[config.mk]
export PLATFORM = sky130hd
export DESIGN_NAME = seletor_jogador
export DESIGN_NICKNAME = d
export VERILOG_FILES = /design/src/rtl/seletor_jogador.sv
export SDC_FILE = /design/constraint.sdc
export NUM_CORES = 1
export LEC_CHECK = 0
export ABC_AREA = 0
export CAP_MARGIN = 25
export CORE_MARGIN = 5
export CORE_UTILIZATION = 49
export DETAILED_ROUTE_END_ITERATION = 10
export HOLD_SLACK_MARGIN = 0.06
export PLACE_DENSITY = 0.7
export SLEW_MARGIN = 20
export SYNTH_ARGS = -nofsm -noshare
export SYNTH_HDL_FRONTEND = slang
export SYNTH_SLANG_ARGS = --single-unit
[constraint.sdc]
create_clock -name clock -period 2 [get_ports clock]
set_input_delay 0.3 -clock clock [delete_from_list [all_inputs] [get_ports clock]]
set_output_delay 0.3 -clock clock [all_outputs]
set_load 0.03 [all_outputs]
[src/rtl/seletor_jogador.sv]
`default_nettype none
// ============================================================================
//  Module   : seletor_jogador
//  Brief    : Player-button conditioner. Synchronizes the five active-low
//             buttons, debounces single-button presses, validates the target
//             against the alive mask and latches the chosen player index
//             with a one-cycle confirmation pulse.
//  Revision : 1.0 - initial release
// ============================================================================
module seletor_jogador #(
  parameter int N_DEBOUNCE = 50000,
  parameter int W_CNT      = 16
) (
  input  logic       clock,
  input  logic       reset,
  input  logic [4:0] botoes_n,
  input  logic [4:0] vivos,
  input  logic       habilita,
  input  logic       limpa,
  output logic [2:0] jogador_escolhido,
  output logic       escolha_valida,
  output logic       travado,
  output logic [2:0] db_estado
);

  // The counter is compared one step early so that the accepting edge is
  // also the edge on which it reaches N_DEBOUNCE-1; this gives exactly
  // N_DEBOUNCE cycles from a stable synchronized pattern to the pulse.
  localparam logic [W_CNT-1:0] c_CNT_ACEITA = W_CNT'(N_DEBOUNCE - 2);
  localparam logic [W_CNT-1:0] c_CNT_MAX    = {W_CNT{1'b1}};
  localparam logic [2:0]       c_NENHUM     = 3'b111;

  typedef enum logic [2:0] {
    OCIOSO        = 3'd0,
    FILTRANDO     = 3'd1,
    TRAVADO       = 3'd2,
    ESPERA_SOLTAR = 3'd3
  } estado_t;

  estado_t          estado_q, estado_d;
  logic [4:0]       sinc1_q;
  logic [4:0]       bs_q;
  logic [4:0]       padrao_q, padrao_d;
  logic [W_CNT-1:0] cnt_q, cnt_d;
  logic [2:0]       jog_q, jog_d;
  logic             valida_q, valida_d;
  logic             trav_q, trav_d;

  logic             w_unico;
  logic [2:0]       w_idx;
  logic             w_vivo;

  // Two-flop synchronizer for the inverted (active-high) button vector.
  always_ff @(posedge clock) begin
    if (!reset) begin
      sinc1_q <= 5'd0;
      bs_q    <= 5'd0;
    end else begin
      sinc1_q <= ~botoes_n;
      bs_q    <= sinc1_q;
    end
  end

  // Exactly-one-bit test on the synchronized buttons.
  always_comb begin
    w_unico = (bs_q != 5'd0) && ((bs_q & (bs_q - 5'd1)) == 5'd0);
  end

  // Index and alive bit of the player held in the saved pattern.
  always_comb begin
    w_idx  = 3'd0;
    w_vivo = 1'b0;
    for (int i = 0; i < 5; i++) begin
      if (padrao_q[i]) begin
        w_idx  = 3'(i);
        w_vivo = vivos[i];
      end
    end
  end

  // State, pattern, counter and output registers.
  always_ff @(posedge clock) begin
    if (!reset) begin
      estado_q <= OCIOSO;
      padrao_q <= 5'd0;
      cnt_q    <= '0;
      jog_q    <= c_NENHUM;
      valida_q <= 1'b0;
      trav_q   <= 1'b0;
    end else begin
      estado_q <= estado_d;
      padrao_q <= padrao_d;
      cnt_q    <= cnt_d;
      jog_q    <= jog_d;
      valida_q <= valida_d;
      trav_q   <= trav_d;
    end
  end

  // Next-state and output logic of the selection FSM.
  always_comb begin
    estado_d = estado_q;
    padrao_d = padrao_q;
    cnt_d    = cnt_q;
    jog_d    = jog_q;
    valida_d = 1'b0;
    trav_d   = trav_q;

    case (estado_q)
      OCIOSO: begin
        if (habilita && w_unico) begin
          padrao_d = bs_q;
          cnt_d    = '0;
          estado_d = FILTRANDO;
        end
      end

      FILTRANDO: begin
        if (!habilita) begin
          estado_d = OCIOSO;
        end else if (bs_q != padrao_q) begin
          cnt_d    = '0;
          estado_d = OCIOSO;
        end else if (cnt_q == c_CNT_ACEITA) begin
          cnt_d = cnt_q + 1'b1;
          if (w_vivo) begin
            jog_d    = w_idx;
            valida_d = 1'b1;
            trav_d   = 1'b1;
            estado_d = TRAVADO;
          end else begin
            estado_d = ESPERA_SOLTAR;
          end
        end else if (cnt_q != c_CNT_MAX) begin
          cnt_d = cnt_q + 1'b1;
        end
      end

      TRAVADO: begin
        if (limpa) begin
          jog_d    = c_NENHUM;
          trav_d   = 1'b0;
          estado_d = ESPERA_SOLTAR;
        end
      end

      ESPERA_SOLTAR: begin
        if (bs_q == 5'd0) begin
          estado_d = OCIOSO;
        end
      end

      default: begin
        estado_d = OCIOSO;
      end
    endcase
  end

  assign jogador_escolhido = jog_q;
  assign escolha_valida    = valida_q;
  assign travado           = trav_q;
  assign db_estado         = estado_q;

endmodule
`default_nettype wire

**Run 1: the metal 1 layer**

Supply wires on this layer in grey.
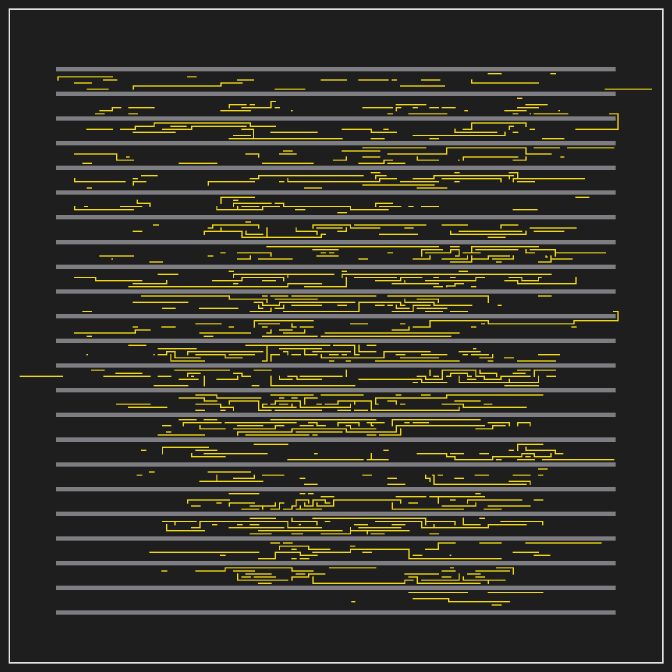
share of all routed wire: 48%
nets with wire on the layer: 254
longest straight run: 23.0 um

**Run 1: placement by cell class**

Scale bar: 20 um. Fill, decap, tap and diode cells in grey.
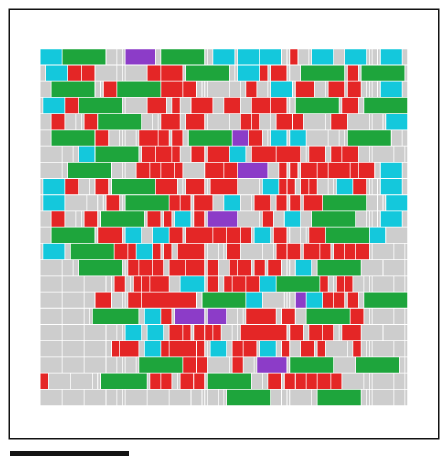
legend:
  cyan:
    class: remaining buffers and delay cells
    cells: 45
    share_of_their_area: 17%
  green:
    class: registers
    cells: 38
    share_of_their_area: 33%
  red:
    class: remaining logic cells
    cells: 171
    share_of_their_area: 47%
  purple:
    class: clock drivers and dummy loads
    cells: 8
    share_of_their_area: 3.9%
sequential share of cell area: 31.8%
share of the core filled with cells: 65.0%
core area: 3690 um^2
Final Cell Area: 2400 um^2
FP Rows: 22

**Run 1: placement view**

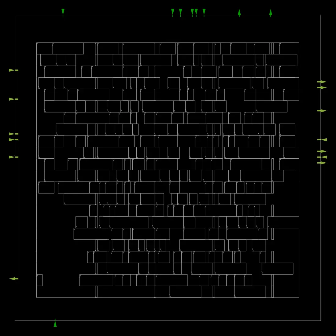
fin cells: 310
tap cell count: 48
total of fill cells in the finished design: 325
final sequential cell count: 38

==> results.cfg, run 1 <==
; generated from flow reports
[logic_synthesis]
synth-adder-area-share_pct = 1.34
postSynthRegisterBits = 38
ys_warn_count = 0
yosys_most_used_dff = sky130_fd_sc_hd__dfxtp_1
ys_top_cells_by_area = sky130_fd_sc_hd__dfxtp_1 (41%), sky130_fd_sc_hd__nor2b_1 (5.0%), sky130_fd_sc_hd__a21oi_1 (4.5%), sky130_fd_sc_hd__o21ai_0 (4.0%), sky130_fd_sc_hd__or3_1 (3.7%)
netlist-cell-type-count = 49
flip_flops_with_a_built_in_enable = 0
yosys.stat.chipArea_um2 = 1870

[setup_path]
worstSetupEndpointType = register
crit_end = jogador_escolhido[1]$_SDFFE_PN1P_
worst-path-buf-inv = 1
cp_slowest_stage_delay_ns = 0.46
cp-start-kind = register
worst_path_dominant_cell_family = simple AND/OR/NAND/NOR gates
worstSetupPathDepth = 8

[grt]
grtUsageTotal_pct = 16.2
grt_antenna_before_repair = 0

[floorplan]
chip_area_um2 = 5150
die.size.x_um = 71.8
die_h_um = 71.8
floorplan.io_pins = 22

[placed_design]
place_worst_setup_slack_ns = -0.148

[final_layout]
layout.cells.most_common = sky130_fd_sc_hd__dfxtp_1
final-comb-area_um2 = 1070
design.final.nets = 277

[status]
run_status = finished, final reports clean

[clock_network]
cts-root-to-sink-buffers = 2
cts.clk_slew.worst_paths_ns = 0.08
htree_num_levels = 2
postCtsSetupBuffers = 2

[min_path]
timing.hold.worst_path_depth = 1

[detailed_routing]
per_cell_routed_wire_length_um = 12.8
ant_nets = 0
routed_wirelength_mm = 3.98

[final_timing]
clock.fmax_mhz = 512
drv_slew = 0
final_hold_viol_count = 0

[run]
tool_warnings = 29

[power_and_ir_drop]
vdd_drop_max_mv = 0.440
## run 1: through the flow
step	std cells	utilization, %
after floorplan	218	-
after global placement	298	60.7
after detailed placement	298	60.7
after CTS	308	64.4
after global routing	310	65.0
final	310	65.0
## run 1: metal layers
metal	share of wire (%)	track usage, %
met1	48	22.5
met2	44	23.5
met3	5.4	3.37
met4	2.0	8.14
met5	0	0
## run 1: final cells by class
| type | count | area share (%) |
|---|---|---|
| Tap cell | 48 | 2.51 |
| Inverter | 6 | 0.939 |
| Multi-Input combinational cell | 165 | 44.6 |
| Clock buffer | 5 | 2.87 |
| Clock inverter | 3 | 0.887 |
| Timing Repair Buffer | 45 | 16.3 |
| Sequential cell | 38 | 31.8 |
## run 1: where the power goes
part           internal, mW  switching [mW]
sequential            0.778          0.0145
combinational         0.135           0.142
clock                 0.245           0.288
**Run 1: routed metal, one colour a layer**

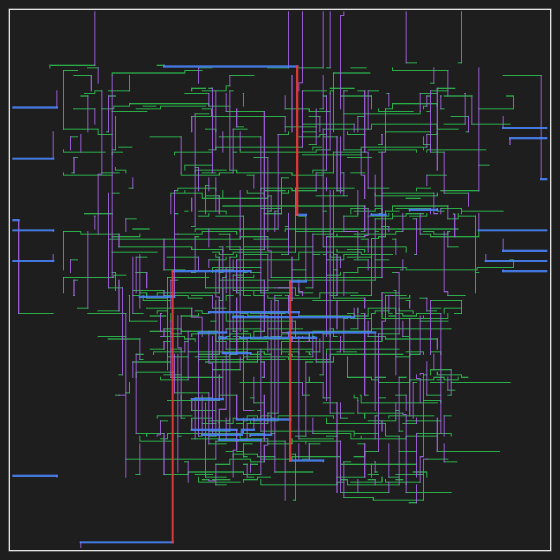

--- run 2 (diff from run 1) ---
--- a/config.mk
+++ b/config.mk
@@ -8,10 +8,10 @@
 export ABC_AREA = 0
 export CAP_MARGIN = 25
 export CORE_MARGIN = 5
-export CORE_UTILIZATION = 49
+export CORE_UTILIZATION = 55
 export DETAILED_ROUTE_END_ITERATION = 10
 export HOLD_SLACK_MARGIN = 0.06
-export PLACE_DENSITY = 0.7
+export PLACE_DENSITY = 0.75
 export SLEW_MARGIN = 20
 export SYNTH_ARGS = -nofsm -noshare
 export SYNTH_HDL_FRONTEND = slang
==> constraint.sdc (replaced) <==
create_clock -name clock -period 2.1 [get_ports clock]
set_input_delay 0.315 -clock clock [delete_from_list [all_inputs] [get_ports clock]]
set_output_delay 0.315 -clock clock [all_outputs]
set_load 0.03 [all_outputs]
**Run 2: routed metal, one colour a layer**

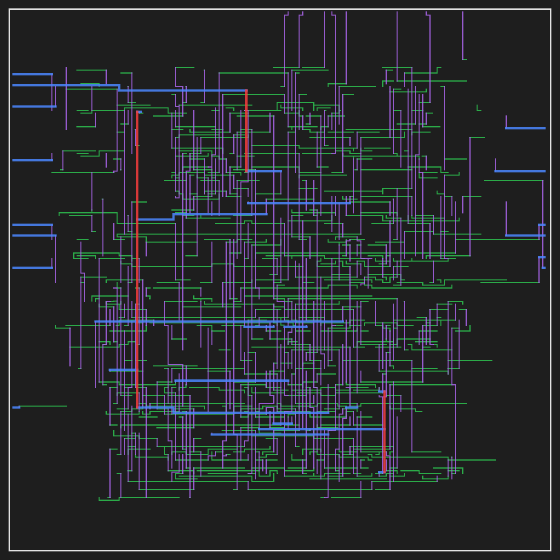
legend:
  green:
    layer: M1
    wire_length: 1920 um
  blue:
    layer: M3
    wire_length: 229 um
  red:
    layer: M4
    wire_length: 57.8 um
  purple:
    layer: M2
    wire_length: 2030 um
per-cell routed wire length: 14.0 um
count of vias placed by the detailed router: 1699
drt total wl: 4.24 mm
All-Layer GR Usage: 20.1%

==> results.cfg, run 2 <==
; generated from flow reports
[setup_path]
worstSetupEndpointType = register
worst-path-buf-inv = 1
cp-start-kind = register
worstSetupPathDepth = 8
crit_end = cnt_q[11]$_SDFFE_PN0P_
cp_slowest_stage_delay_ns = 0.61
crit_type = register to register

[clock_network]
postCtsSetupBuffers = 0
htree_num_levels = 2
cts-root-to-sink-buffers = 2

[floorplan]
floorplanUtilization_pct = 56.5
die.size.x_um = 68.3
chip_area_um2 = 4670
floorplan.io_pins = 22

[placed_design]
post-place-cells = 292
place_worst_setup_slack_ns = -0.0643
port_buffers = 20

[detailed_routing]
m1WireLength_mm = 1.92
met2WireLength_mm = 2.03
ant_nets = 0
highest_layer = met4
route.met3.wl_um = 228

[status]
run_status = finished, final reports clean

[final_layout]
layout.cells.non_filler = 302
layout.cells.most_common = sky130_fd_sc_hd__dfxtp_1
share_of_the_core_filled_with_cells_pct = 70.0
finalInstanceArea_um2 = 2320
design.final.nets = 271
syn_to_final_growth_pct = 23.8
fill_cells = 278

[logic_synthesis]
ys_warn_count = 0
yosys.stat.chipArea_um2 = 1870
flip_flops_with_a_built_in_enable = 0
ys_top_cells_by_area = sky130_fd_sc_hd__dfxtp_1 (41%), sky130_fd_sc_hd__nor2b_1 (5.0%), sky130_fd_sc_hd__a21oi_1 (4.5%), sky130_fd_sc_hd__o21ai_0 (4.0%), sky130_fd_sc_hd__or3_1 (3.7%)
fp_nets = 234
yosys_most_used_dff = sky130_fd_sc_hd__dfxtp_1
synth.avg_cell_area_um2 = 8.58
netlist-cell-type-count = 49
postSynthRegisterBits = 38

[power_and_ir_drop]
vdd_drop_max_mv = 0.451

[grt]
grt_antenna_before_repair = 0

[min_path]
timing.hold.worst_path_depth = 1

[final_timing]
drv_slew = 0
period_used_pct = 93.3
clock.fmax_mhz = 511
final_hold_viol_count = 0
finalSetupViolCount = 0

[run]
tool_warnings = 28
**Run 2: placement by cell class**

Scale bar: 20 um. Fill, decap, tap and diode cells in grey.
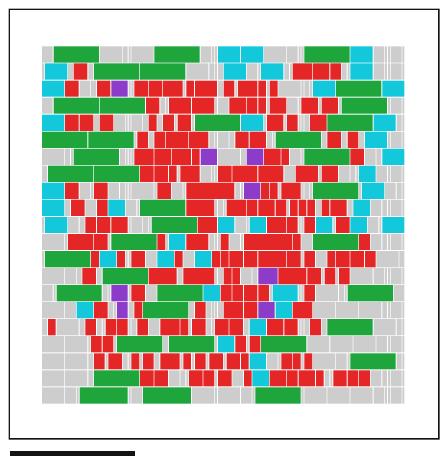
legend:
  green:
    class: registers
    cells: 38
    share_of_their_area: 34%
  cyan:
    class: remaining buffers and delay cells
    cells: 39
    share_of_their_area: 15%
  purple:
    class: clock drivers and dummy loads
    cells: 8
    share_of_their_area: 2.6%
  red:
    class: remaining logic cells
    cells: 171
    share_of_their_area: 48%
FP Rows: 21
core area: 3310 um^2

[run 2: cell counts after synthesis]
Identical to the previous run, type by type.
[run 2: per-layer routing]
metal | up-vias | track usage, %
met4 | 0 | 6.45
met1 | 801 | 25.1
met3 | 9 | 4.93
met5 | - | 0
met2 | 41 | 33.8
li1 | 848 | -
[run 2: area by class of cell]
class,instances,area (um^2),share of cell area (%)
Inverter,6,22.5,0.972
Clock inverter,3,21.3,0.918
Sequential cell,38,763,33.0
Clock buffer,5,37.5,1.62
Timing Repair Buffer,39,347,15.0
Tap cell,46,57.6,2.49
Multi-Input combinational cell,165,1070,46.1
[run 2: power breakdown]
group	internal [mW]	switching, mW
registers	0.741	0.0140
logic	0.118	0.135
clock network	0.130	0.254
total	0.989	0.403
**Run 2: the metal 1 layer**

Supply wires on this layer in grey.
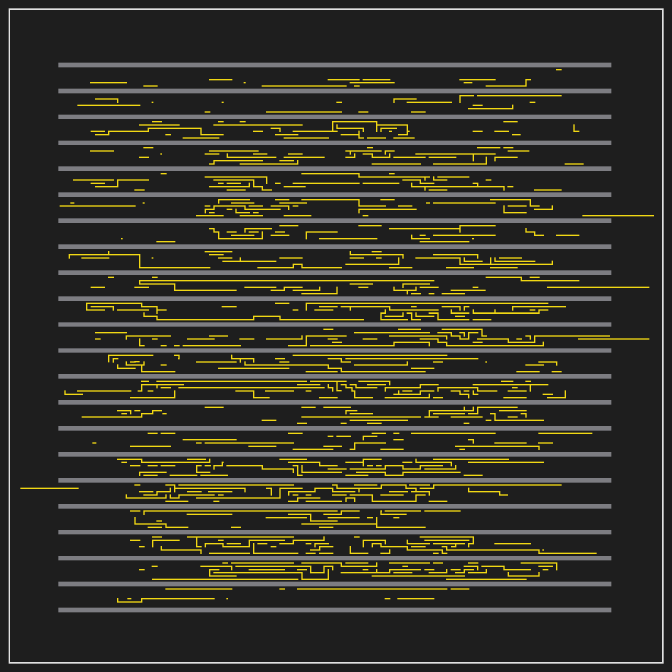

--- run 3 (diff from run 2) ---
--- a/config.mk
+++ b/config.mk
@@ -12,6 +12,7 @@
 export DETAILED_ROUTE_END_ITERATION = 10
 export HOLD_SLACK_MARGIN = 0.06
 export PLACE_DENSITY = 0.75
+export REMOVE_ABC_BUFFERS = 1
 export SLEW_MARGIN = 20
 export SYNTH_ARGS = -nofsm -noshare
 export SYNTH_HDL_FRONTEND = slang
**Run 3: the metal 1 layer**

Supply wires on this layer in grey.
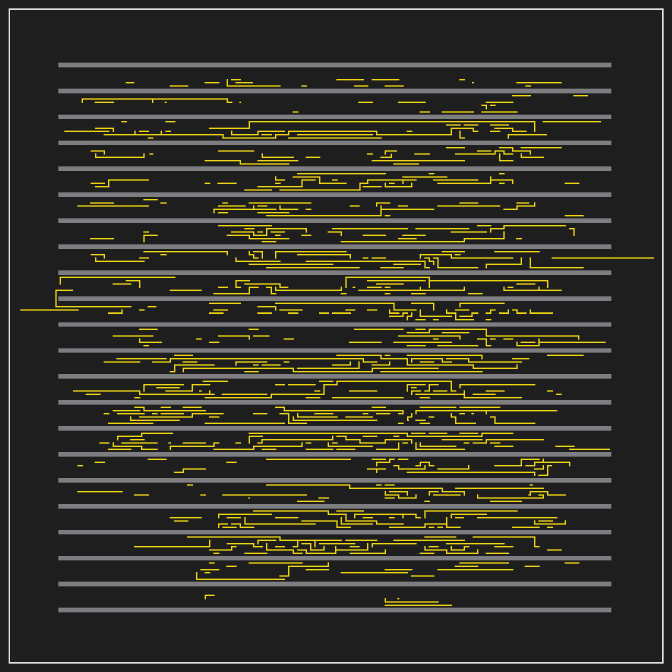
share of all routed wire: 46%
longest straight run: 29.9 um
count of vias placed by the detailed router: 1671
met1 track demand over resource in global routing: 25.2%

==> results.cfg, run 3 <==
; generated from flow reports
[status]
run_status = finished, final reports clean

[final_layout]
syn_to_final_growth_pct = 23.5
layout.cells.non_filler = 298
share_of_the_core_filled_with_cells_pct = 69.8
design.final.nets = 267
layout.cells.most_common = sky130_fd_sc_hd__dfxtp_1
finalInstanceArea_um2 = 2310

[placed_design]
place_worst_setup_slack_ns = -0.0548
port_buffers = 20
post-place-cells = 289

[clock_network]
cts.clk_slew.worst_paths_ns = 0.12
cts-root-to-sink-buffers = 2
htree_num_levels = 2

[power_and_ir_drop]
switching_share_pct = 26.9
combinationalPower_uw = 249
clk_power_uw = 508
seqPwrFrac_pct = 50.0
p_sw_uw = 408
combinational_fraction_of_design_power_pct = 16.4
share_clk_of_total_power_pct = 33.5
p_int_mw = 1.11
vdd_drop_max_mv = 0.483

[detailed_routing]
ant_nets = 0
routed_wirelength_mm = 4.08
per_cell_routed_wire_length_um = 13.7

[grt]
grtUsageTotal_pct = 19.7
grt_antenna_before_repair = 0

[final_timing]
final_hold_viol_count = 0
drv_slew = 0
finalSetupViolCount = 0
clock.fmax_mhz = 503
period_used_pct = 94.7

[logic_synthesis]
flip_flops_with_a_built_in_enable = 0
yosys.stat.chipArea_um2 = 1870
synth.avg_cell_area_um2 = 8.58
yosys_most_used_dff = sky130_fd_sc_hd__dfxtp_1
ys_top_cells_by_area = sky130_fd_sc_hd__dfxtp_1 (41%), sky130_fd_sc_hd__nor2b_1 (5.0%), sky130_fd_sc_hd__a21oi_1 (4.5%), sky130_fd_sc_hd__o21ai_0 (4.0%), sky130_fd_sc_hd__or3_1 (3.7%)
postSynthRegisterBits = 38

[floorplan]
chip_area_um2 = 4670
placement_rows = 21
die.size.x_um = 68.3
floorplan.io_pins = 22
die_h_um = 68.3

[setup_path]
crit_end = cnt_q[11]$_SDFFE_PN0P_
crit_type = register to register
worstSetupPathDepth = 8
cp_slowest_stage_delay_ns = 0.62

[run]
tool_warnings = 26
**Run 3: routed metal, one colour a layer**

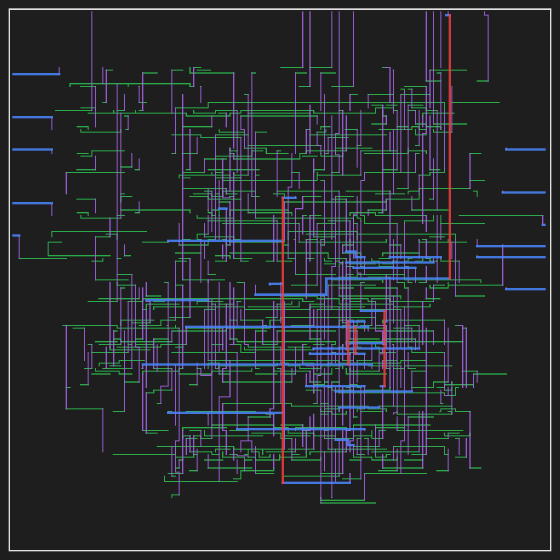
legend:
  red:
    layer: M4
    wire_length: 87.7 um
  green:
    layer: M1
    wire_length: 1870 um
  purple:
    layer: M2
    wire_length: 1840 um
  blue:
    layer: M3
    wire_length: 283 um

-- run 3: metal layers --
| metal | up-vias | track usage [%] | routed length [um] |
|---|---|---|---|
| li1 | 846 | - | - |
| met1 | 756 | 25.2 | 1870 |
| met2 | 56 | 30.9 | 1840 |
| met3 | 13 | 4.43 | 283 |
| met4 | 0 | 10.2 | 87 |
| met5 | - | 0 | 0 |
-- run 3: what timing repair did --
action                                  4_1_cts  5_1_grt
pin swaps                                     0        4
endpoints found under the setup margin        3       20
hold buffers                                  0        0
setup buffers                                 0        1
gates resized                                 1        7
-- run 3: cell type report --
cell class | instances | area [um^2]
clock buffers | 5 | 37.5
flip-flops and latches | 38 | 761
repair buffers | 35 | 317
inverters | 6 | 22.5
clock inverters | 3 | 45.0
well taps | 46 | 57.6
multi-input cells | 165 | 1070
fillers | 284 | 1000

==> gallery <==
Wire density map.
14 x 14 tiles, from black (low) to pale yellow (high), scaled to the fullest tile. Values are wire area over tile area, all layers added.
shot_01.png
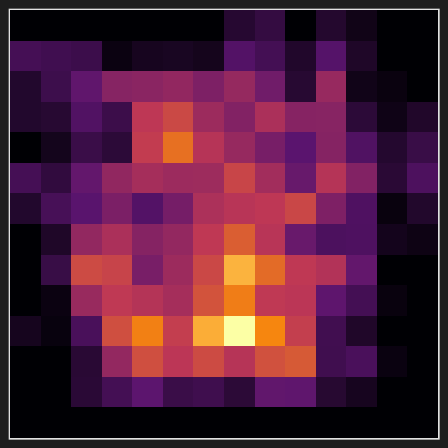
shot_02.png
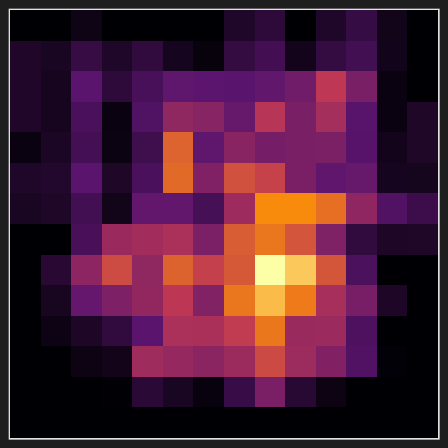
shot_03.png
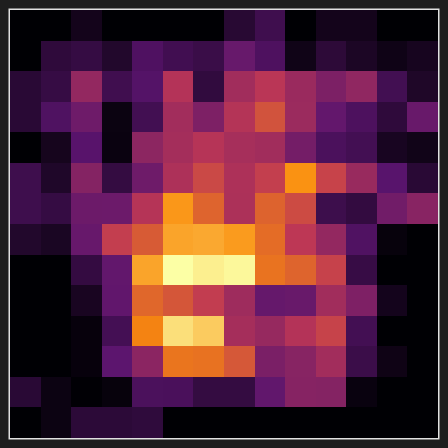
shot_02.png: run 3
shot_03.png: run 1
shot_01.png: run 2

Key to shot_02.png:
fullest tile: 0.66
mean over tiles: 0.14
nearly empty tiles: 23%
tiles over half the peak: 12%
densest ninth of the die: centre
emptiest ninth of the die: lower left

Power figures rest on the tool's default switching activity, not on a simulated workload.
